<file path="config.mk">
export PLATFORM = sky130hd
export DESIGN_NAME = rr_request_encoder_8to3
export DESIGN_NICKNAME = d
export VERILOG_FILES = /design/src/rtl/rr_request_encoder_8to3_pkg.sv /design/src/rtl/rr_request_encoder_8to3_pick.sv /design/src/rtl/rr_request_encoder_8to3.sv
export SDC_FILE = /design/constraint.sdc
export NUM_CORES = 1
export LEC_CHECK = 0
export ABC_AREA = 1
export CORE_UTILIZATION = 25
export DETAILED_ROUTE_END_ITERATION = 10
export PLACE_DENSITY = 0.49
export SYNTH_ARGS = -nofsm -noshare
export SYNTH_HDL_FRONTEND = slang
export SYNTH_HIERARCHICAL = 1
export SYNTH_SLANG_ARGS = --single-unit
</file>
<file path="constraint.sdc">
create_clock -name i_clk -period 5.2 [get_ports i_clk]
set_input_delay 1.3 -clock i_clk [delete_from_list [all_inputs] [get_ports i_clk]]
set_output_delay 1.3 -clock i_clk [all_outputs]
set_load 0.01 [all_outputs]
</file>
<file path="src/rtl/rr_request_encoder_8to3_pkg.sv">
// Shared widths, FSM state type and one-hot helper for the round-robin
// 8-to-3 request encoder.
package rr_request_encoder_8to3_pkg;

    localparam int IDX_W = 3;
    localparam int N_REQ = 8;

    typedef enum logic {
        IDLE  = 1'b0,
        OFFER = 1'b1
    } state_t;

    function automatic logic [N_REQ-1:0] onehot3(input logic [IDX_W-1:0] idx);
        logic [N_REQ-1:0] v;
        v      = '0;
        v[idx] = 1'b1;
        return v;
    endfunction

endpackage

</file>
<file path="src/rtl/rr_request_encoder_8to3_pick.sv">
// Combinational circular priority pick: first set bit of i_vector scanning
// upward from i_ptr with 3-bit wrap.
module rr_priority_pick8
    import rr_request_encoder_8to3_pkg::*;
(
    input  logic [N_REQ-1:0] i_vector,
    input  logic [IDX_W-1:0] i_ptr,
    output logic [IDX_W-1:0] o_idx,
    output logic             o_any
);

    logic [IDX_W-1:0] w_off;

    // Descending scan so the smallest offset from i_ptr wins.
    always_comb begin
        w_off = '0;
        for (int k = N_REQ - 1; k >= 0; k--) begin
            if (i_vector[i_ptr + IDX_W'(k)]) begin
                w_off = IDX_W'(k);
            end
        end
        o_any = |i_vector;
        o_idx = i_ptr + w_off;
    end

endmodule

</file>
<file path="src/rtl/rr_request_encoder_8to3.sv">
// Collects request pulses into a pending register and issues them one at a
// time as a registered 3-bit index on a valid/ready handshake, round-robin.
module rr_request_encoder_8to3
    import rr_request_encoder_8to3_pkg::*;
#(
    parameter int PTR_INIT = 0
) (
    input  logic             i_clk,
    input  logic             i_rst,
    input  logic [N_REQ-1:0] i_req,
    input  logic             i_ready,
    output logic [IDX_W-1:0] o_index,
    output logic             o_valid,
    output logic [N_REQ-1:0] o_pending,
    output state_t           o_state,
    output logic [IDX_W-1:0] o_ptr
);

    // Handshake: an index transfers on a rising edge where o_valid && i_ready;
    // o_index/o_valid hold while i_ready is low, and i_ready is ignored
    // while o_valid is low.

    state_t           r_state;
    state_t           w_state_nxt;
    logic [IDX_W-1:0] r_index;
    logic [IDX_W-1:0] w_index_nxt;
    logic             r_valid;
    logic             w_valid_nxt;
    logic [IDX_W-1:0] r_ptr;
    logic [IDX_W-1:0] w_ptr_nxt;
    logic [N_REQ-1:0] r_pending;

    logic             w_accept;
    logic [N_REQ-1:0] w_clr;
    logic [N_REQ-1:0] w_rem;
    logic [N_REQ-1:0] w_pick_vec;
    logic [IDX_W-1:0] w_pick_ptr;
    logic [IDX_W-1:0] w_pick_idx;
    logic             w_pick_any;

    assign w_accept = r_valid && i_ready;
    assign w_clr    = w_accept ? onehot3(r_index) : '0;
    assign w_rem    = r_pending & ~onehot3(r_index);

    // While offering, the next pick looks past the index being accepted.
    assign w_pick_vec = (r_state == IDLE) ? r_pending : w_rem;
    assign w_pick_ptr = (r_state == IDLE) ? r_ptr : r_index + 1'b1;

    rr_priority_pick8 u_pick (
        .i_vector (w_pick_vec),
        .i_ptr    (w_pick_ptr),
        .o_idx    (w_pick_idx),
        .o_any    (w_pick_any)
    );

    always_comb begin
        w_state_nxt = r_state;
        w_index_nxt = r_index;
        w_valid_nxt = r_valid;
        w_ptr_nxt   = r_ptr;
        case (r_state)
            IDLE: begin
                if (w_pick_any) begin
                    w_index_nxt = w_pick_idx;
                    w_valid_nxt = 1'b1;
                    w_state_nxt = OFFER;
                end
            end
            OFFER: begin
                if (i_ready) begin
                    w_ptr_nxt = r_index + 1'b1;
                    if (w_pick_any) begin
                        w_index_nxt = w_pick_idx;
                    end else begin
                        w_valid_nxt = 1'b0;
                        w_state_nxt = IDLE;
                    end
                end
            end
            default: begin
                w_state_nxt = IDLE;
                w_valid_nxt = 1'b0;
            end
        endcase
    end

    always_ff @(posedge i_clk or posedge i_rst) begin
        if (i_rst) begin
            r_state   <= IDLE;
            r_index   <= '0;
            r_valid   <= 1'b0;
            r_ptr     <= IDX_W'(PTR_INIT);
            r_pending <= '0;
        end else begin
            r_state   <= w_state_nxt;
            r_index   <= w_index_nxt;
            r_valid   <= w_valid_nxt;
            r_ptr     <= w_ptr_nxt;
            // A request on the bit being accepted re-arms it.
            r_pending <= (r_pending & ~w_clr) | i_req;
        end
    end

    assign o_index   = r_index;
    assign o_valid   = r_valid;
    assign o_pending = r_pending;
    assign o_state   = r_state;
    assign o_ptr     = r_ptr;

endmodule

</file>
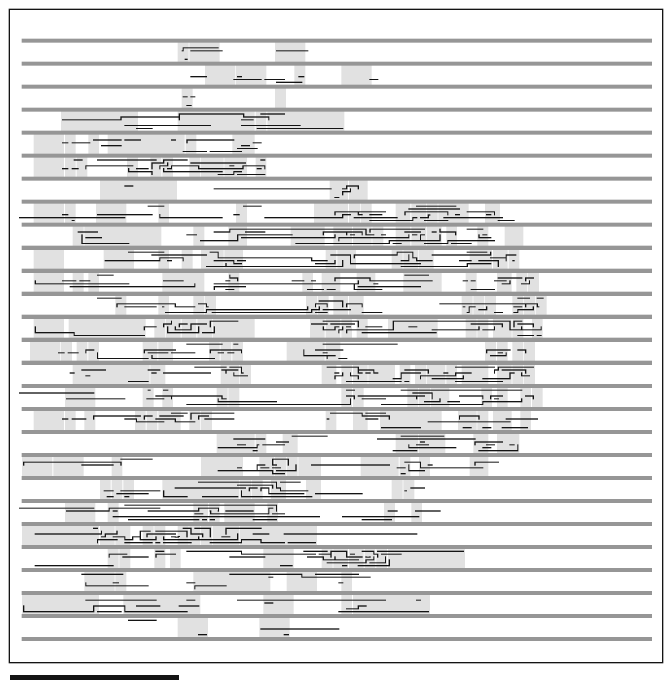
(run_1/m1.png)
Scale bar: 20 um. Supply wires on this layer in gray. Cells faint in the background.
wire length on this layer = 1750 um
longest straight run = 24.4 um
nets with wire on the layer = 239
share of all routed wire = 51%
GR Layer Usage met1: 16.88%
via count: 1358

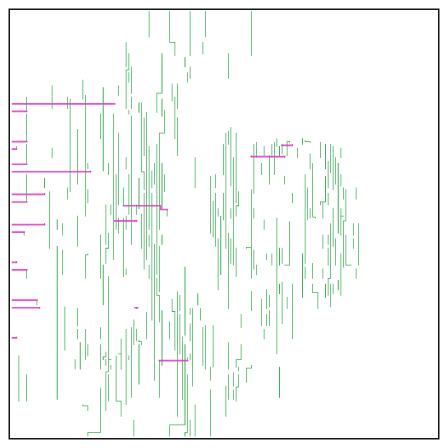
(run_1/layers.png)
Two of the layers only.
green -> M2  # wire length 1530 um
magenta -> M3  # wire length 95.4 um
GRT Total Usage: 12.34%
WL per Instance: 10.76 um
routed wire length: 3411 um

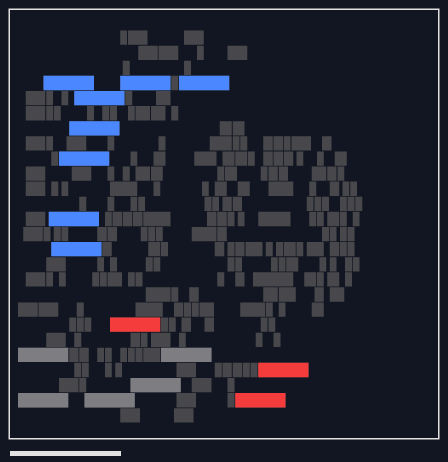
(run_1/ff_map.png)
Scale bar: 20 um.
red -> o_index  # sequential cells 3
blue -> o_pending  # sequential cells 8
final design utilization: 33.64%
sequential cell area: 400.4 sq um

==> impl_metrics.env, run 1 <==
# source this file to load flow results
export IMPL_outcome="complete, no violations"
export IMPL_cts_sinks=16
export IMPL_timing_final_ws_setup_ns=0.9057
export IMPL_final_setup_viol_count=0
export IMPL_hpwl_um=2773
export IMPL_compound_area_share_pct=6.838
export IMPL_rsz0062_at_grt="false"
export IMPL_tritoncts="done"
export IMPL_rows=26
export IMPL_slowest_stage="o21ai_0"
export IMPL_antenna_found_initial=0
export IMPL_crit_required_ns=5.35
export IMPL_cts_root_buf="clkbuf_8"
export IMPL_ys_flop_type="dfrtp_1"
export IMPL_clk_insertion_delay_late_ns=0.25
export IMPL_numPortBuffers=26
export IMPL_cts_buffers=3
export IMPL_ys_sh_simple_pct=44.85
export IMPL_io_pins=27
export IMPL_final_common_cell="nand2_1"
export IMPL_muxShareOfSynthArea_pct=0
export IMPL_critPathTopFamily="adder cells"
export IMPL_ys_area_sq_um=1409
export IMPL_grt_max_degree=17
export IMPL_cts_hold_buf=0
export IMPL_ys_ff=16
export IMPL_grt_overflow_total=0
export IMPL_reg2regPathDepth=24
export IMPL_die_area_sq_um=5940
export IMPL_ctsResizeCount=0
export IMPL_fin_crit_ns=4.294
export IMPL_fin_nets=265
## run 1: flip-flops by register name (all words and copies together), names as in the netlist
register	count
o_pending	8
o_valid	1
o_index	3
o_ptr	3
o_state	1
## run 1: per-layer routing
metal / GRT usage [%] / vias up / share of wire [%]
li1: - / 738 / -
met1: 16.88 / 591 / 51
met2: 19.91 / 25 / 45
met3: 2.024 / 4 / 2.8
met4: 3.396 / 0 / 1.1
met5: 0 / - / 0
## run 1: area by class of cell
type | instances | area [sq um] | area share (%)
tap | 70 | 87.58 | 4.940
sequential | 16 | 400.4 | 22.58
clock buffer | 3 | 41.29 | 2.329
inverter | 34 | 135.1 | 7.622
multi-input combinational | 167 | 840.8 | 47.42
timing repair buffer | 27 | 267.8 | 15.10
==> run_1/congestion_map.png <==
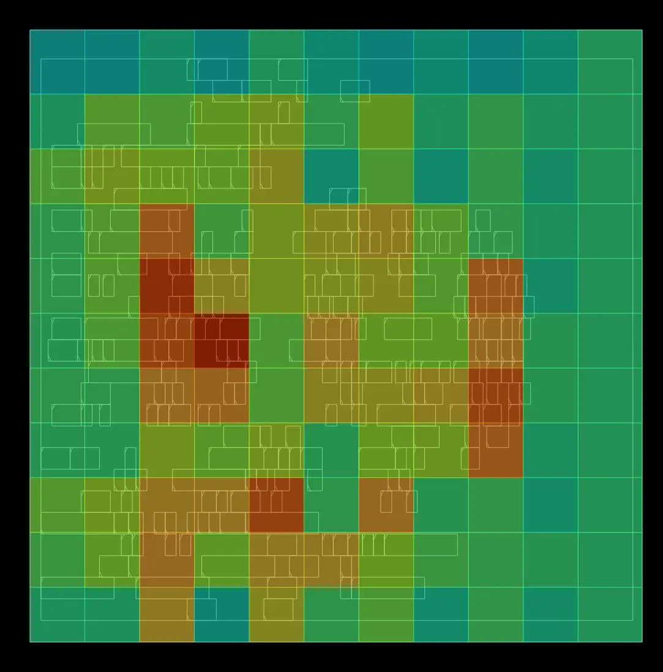

## Run 2: what changed since run 1
==> constraint.sdc (replaced) <==
create_clock -name i_clk -period 4.06 [get_ports i_clk]
set_input_delay 1.015 -clock i_clk [delete_from_list [all_inputs] [get_ports i_clk]]
set_output_delay 1.015 -clock i_clk [all_outputs]
set_load 0.01 [all_outputs]
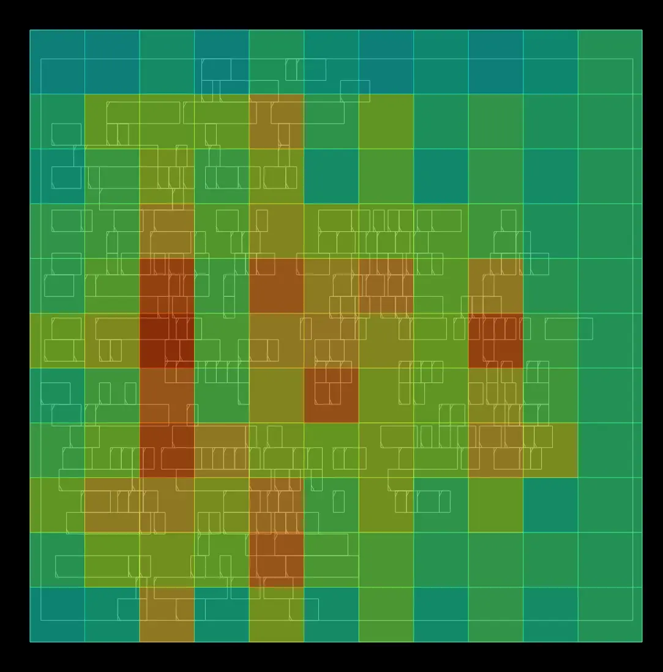
(run_2/congestion_map.png)
GR Layer Usage met1: 17.00%
met2 Track Usage GR: 19.29%

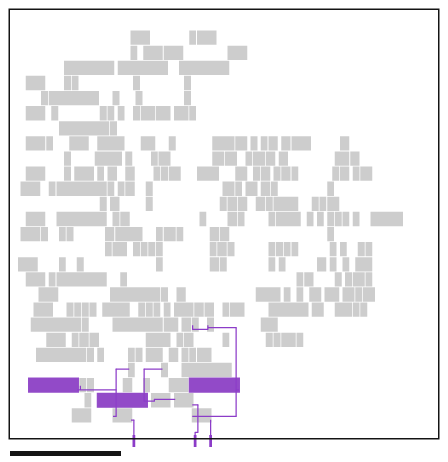
(run_2/port_trees.png)
Scale bar: 20 um.
purple -> o_ptr  # direction output, end cells 3, buffers 3, wire 80.4 um
IO Pins: 27
I/O Buffers: 26

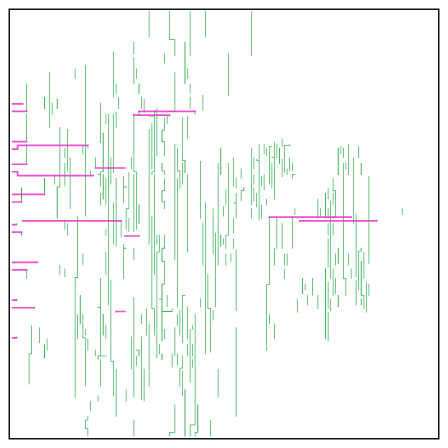
(run_2/layers.png)
Two of the layers only.
magenta -> M3  # wire length 133 um
green -> M2  # wire length 1500 um
WL per Instance: 10.51 um
GRT Total Usage: 12.18%
routed wire length: 3362 um
via count: 1388

==> impl_metrics.env, run 2 <==
# source this file to load flow results
export IMPL_layout_cells_non_filler=320
export IMPL_ys_flop_type="dfrtp_1"
export IMPL_cts_sinks=16
export IMPL_largest_reg_flops=8
export IMPL_grt_met3_usage_pct=1.548
export IMPL_fin_nets=267
export IMPL_ctsResizeCount=0
export IMPL_antenna_found_initial=0
export IMPL_yosysUniqueCellTypes=27
export IMPL_final_setup_viol_count=0
export IMPL_clk_insertion_delay_late_ns=0.25
export IMPL_vias_per_cell=4.338
export IMPL_n_antenna_cell=0
export IMPL_fp_nets=237
export IMPL_crit_required_ns=4.21
export IMPL_die_area_sq_um=5940
export IMPL_slowest_stage="dfrtp_1"
export IMPL_critPathKind="reg2reg"
export IMPL_cts_hold_buf=0
export IMPL_outcome="complete, no violations"
export IMPL_ys_ff=16
export IMPL_grt_pass1_wl_um=5920
export IMPL_fin_crit_ns=3.580
export IMPL_cp_buffers_inverters=5
export IMPL_place_area_sq_um=1747
export IMPL_finish_utilization_pct=34.19
export IMPL_edf_count=0
export IMPL_rsz0062_at_grt="false"
export IMPL_grt_overflow_total=0
export IMPL_reg2regPathDepth=24
export IMPL_slew_viol_final=0
export IMPL_timing_final_ws_setup_ns=0.4795
export IMPL_hpwl_um=2778
export IMPL_busiest_layer="met2"
export IMPL_cts_buffers=3
export IMPL_critPathTopFamily="adder cells"
export IMPL_final_common_cell="nand2_1"
export IMPL_grt_max_degree=17
export IMPL_tritoncts="done"
export IMPL_cts_buffer_depth=2
export IMPL_rows=26
==> run 2: cell counts after synthesis <==
No cell type changed its count.
==> run 2: kinds of logic after synthesis <==
group           synth area share, %
simple gates                  44.85
buf+inv                       11.90
flops                         28.42
compound gates                6.839
fa+ha+maj                     4.974
xor+xnor                      3.020
==> run 2: final cells by class <==
type                    instances  area (sq um)
repair buffers                 29         282.8
fillers                       604          3468
flip-flops and latches         16         400.4
multi-input cells             167         840.8
well taps                      70         87.58
inverters                      34         135.1
clock buffers                   4         55.05
==> run 2: per-layer routing <==
layer	vias up	wire length, um
met5	-	0
met2	27	1497
met4	0	46
met3	5	132
met1	616	1685
li1	740	-
==> run_2/ff_map.png <==
Scale bar: 20 um.
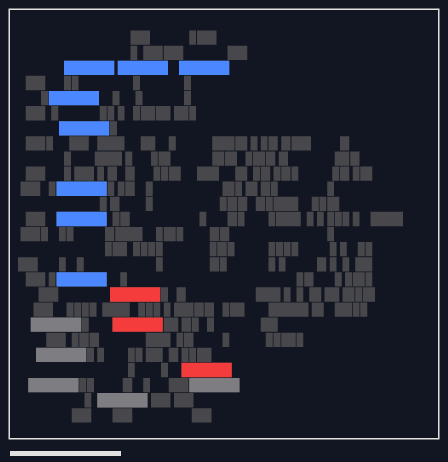

## Run 3: what changed since run 2
--- a/config.mk
+++ b/config.mk
@@ -8,7 +8,9 @@
 export ABC_AREA = 1
 export CORE_UTILIZATION = 25
 export DETAILED_ROUTE_END_ITERATION = 10
-export PLACE_DENSITY = 0.49
+export PLACE_DENSITY = 0.46
+export SETUP_SLACK_MARGIN = 0.05
+export SLEW_MARGIN = 20
 export SYNTH_ARGS = -nofsm -noshare
 export SYNTH_HDL_FRONTEND = slang
 export SYNTH_HIERARCHICAL = 1
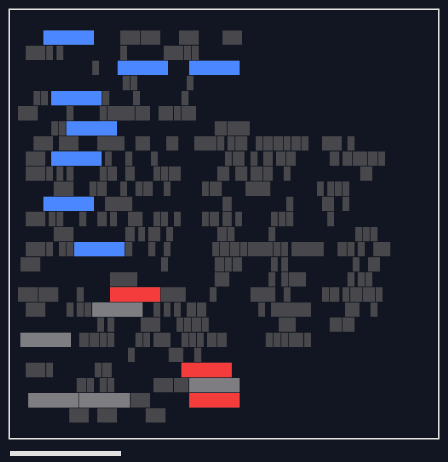
(run_3/ff_map.png)
Scale bar: 20 um.
blue -> o_pending  # sequential cells 8
red -> o_index  # sequential cells 3
not colored = 5
final design utilization: 34.19%
Seq/total area: 22.22%

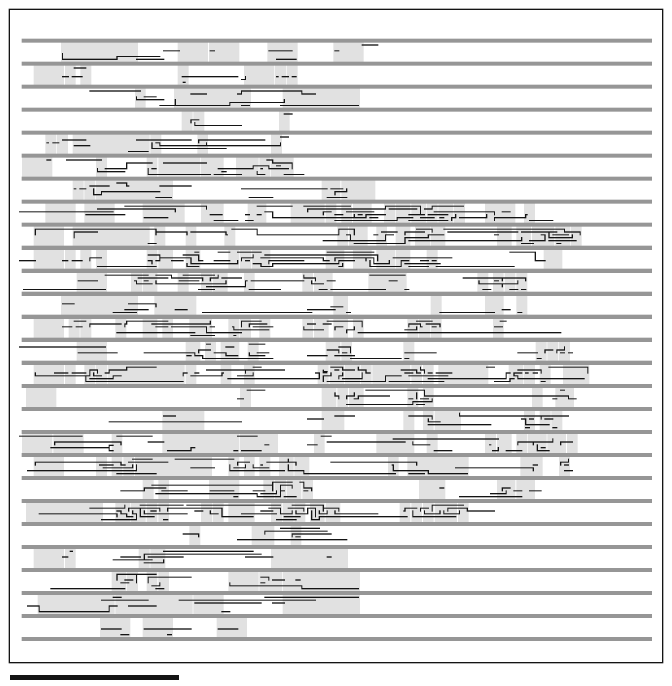
(run_3/m1.png)
Scale bar: 20 um. Supply wires on this layer in gray. Cells faint in the background.
longest straight run = 23.9 um
wire length on this layer = 1770 um
nets with wire on the layer = 239
via count: 1370
routed wire length: 3429 um

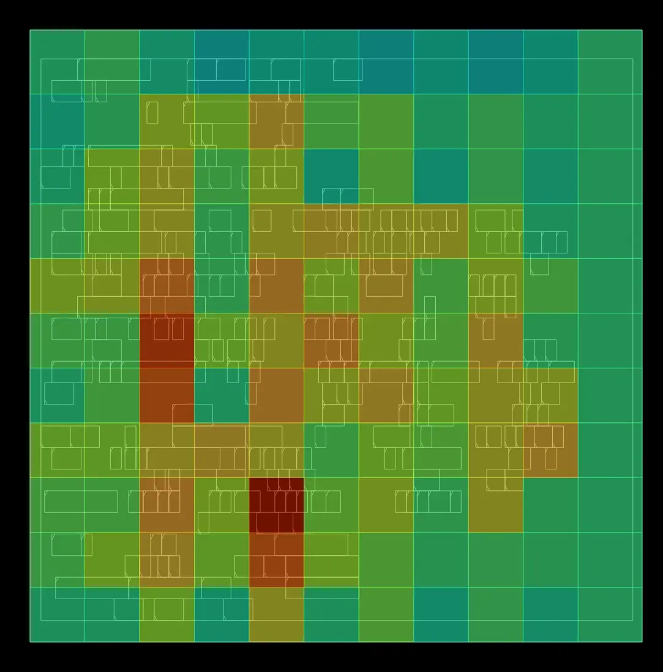
(run_3/congestion_map.png)
WL per Instance: 10.72 um
GRT Total Usage: 12.27%

==> impl_metrics.env, run 3 <==
# source this file to load flow results
export IMPL_outcome="complete, no violations"
export IMPL_ctsResizeCount=0
export IMPL_cts_hold_buf=0
export IMPL_tritoncts="done"
export IMPL_grt_pass1_wl_um=5961
export IMPL_antenna_found_initial=0
export IMPL_fin_nets=267
export IMPL_nNonClkInverters=34
export IMPL_n_antenna_cell=0
export IMPL_yosysUniqueCellTypes=27
export IMPL_slew_viol_final=0
export IMPL_grt_overflow_total=0
export IMPL_cp_buffers_inverters=5
export IMPL_critPathTopFamily="adder cells"
export IMPL_vias_per_cell=4.281
export IMPL_comb_area_sq_um=840.8
export IMPL_crit_required_ns=4.20
export IMPL_final_setup_viol_count=0
export IMPL_comb_cells=167
export IMPL_n_all_buffers=29
export IMPL_place_area_sq_um=1747
export IMPL_io_pins=27
export IMPL_hpwl_um=2846
export IMPL_critPathKind="reg2reg"
export IMPL_ys_sh_simple_pct=44.85
export IMPL_die_area_sq_um=5940
export IMPL_edf_count=0
export IMPL_cts_root_buf="clkbuf_8"
export IMPL_yosys_area_share_adder_pct=4.973
export IMPL_rows=26
export IMPL_cts_sinks=16
export IMPL_cts_buffer_depth=2
-- run 3: logic make-up after synthesis --
kind of cell,count (synthesis)
AND-OR/OR-AND,15
buffers and inverters,38
adder cells (fa/ha/maj),5
AND/OR/NAND/NOR,143
XOR/XNOR,4
flip-flops,16
-- run 3: through the flow --
stage / hold WS (ns) / instances
3_3_place_gp: 0.4888 / 316
4_1_cts: 0.4992 / 320
6_report: 0.4920 / 320
5_1_grt: 0.5430 / 320
2_1_floorplan: 0.5163 / 221
3_5_place_dp: 0.4842 / 316
-- run 3: layer usage --
metal	share of wire [%]	track usage [%]	wire, um	vias up
met5	0	0	0	-
met4	0.41	3.396	14	0
met3	3.9	1.190	134	2
met2	44	19.46	1507	34
met1	52	17.59	1773	590
li1	-	-	-	744
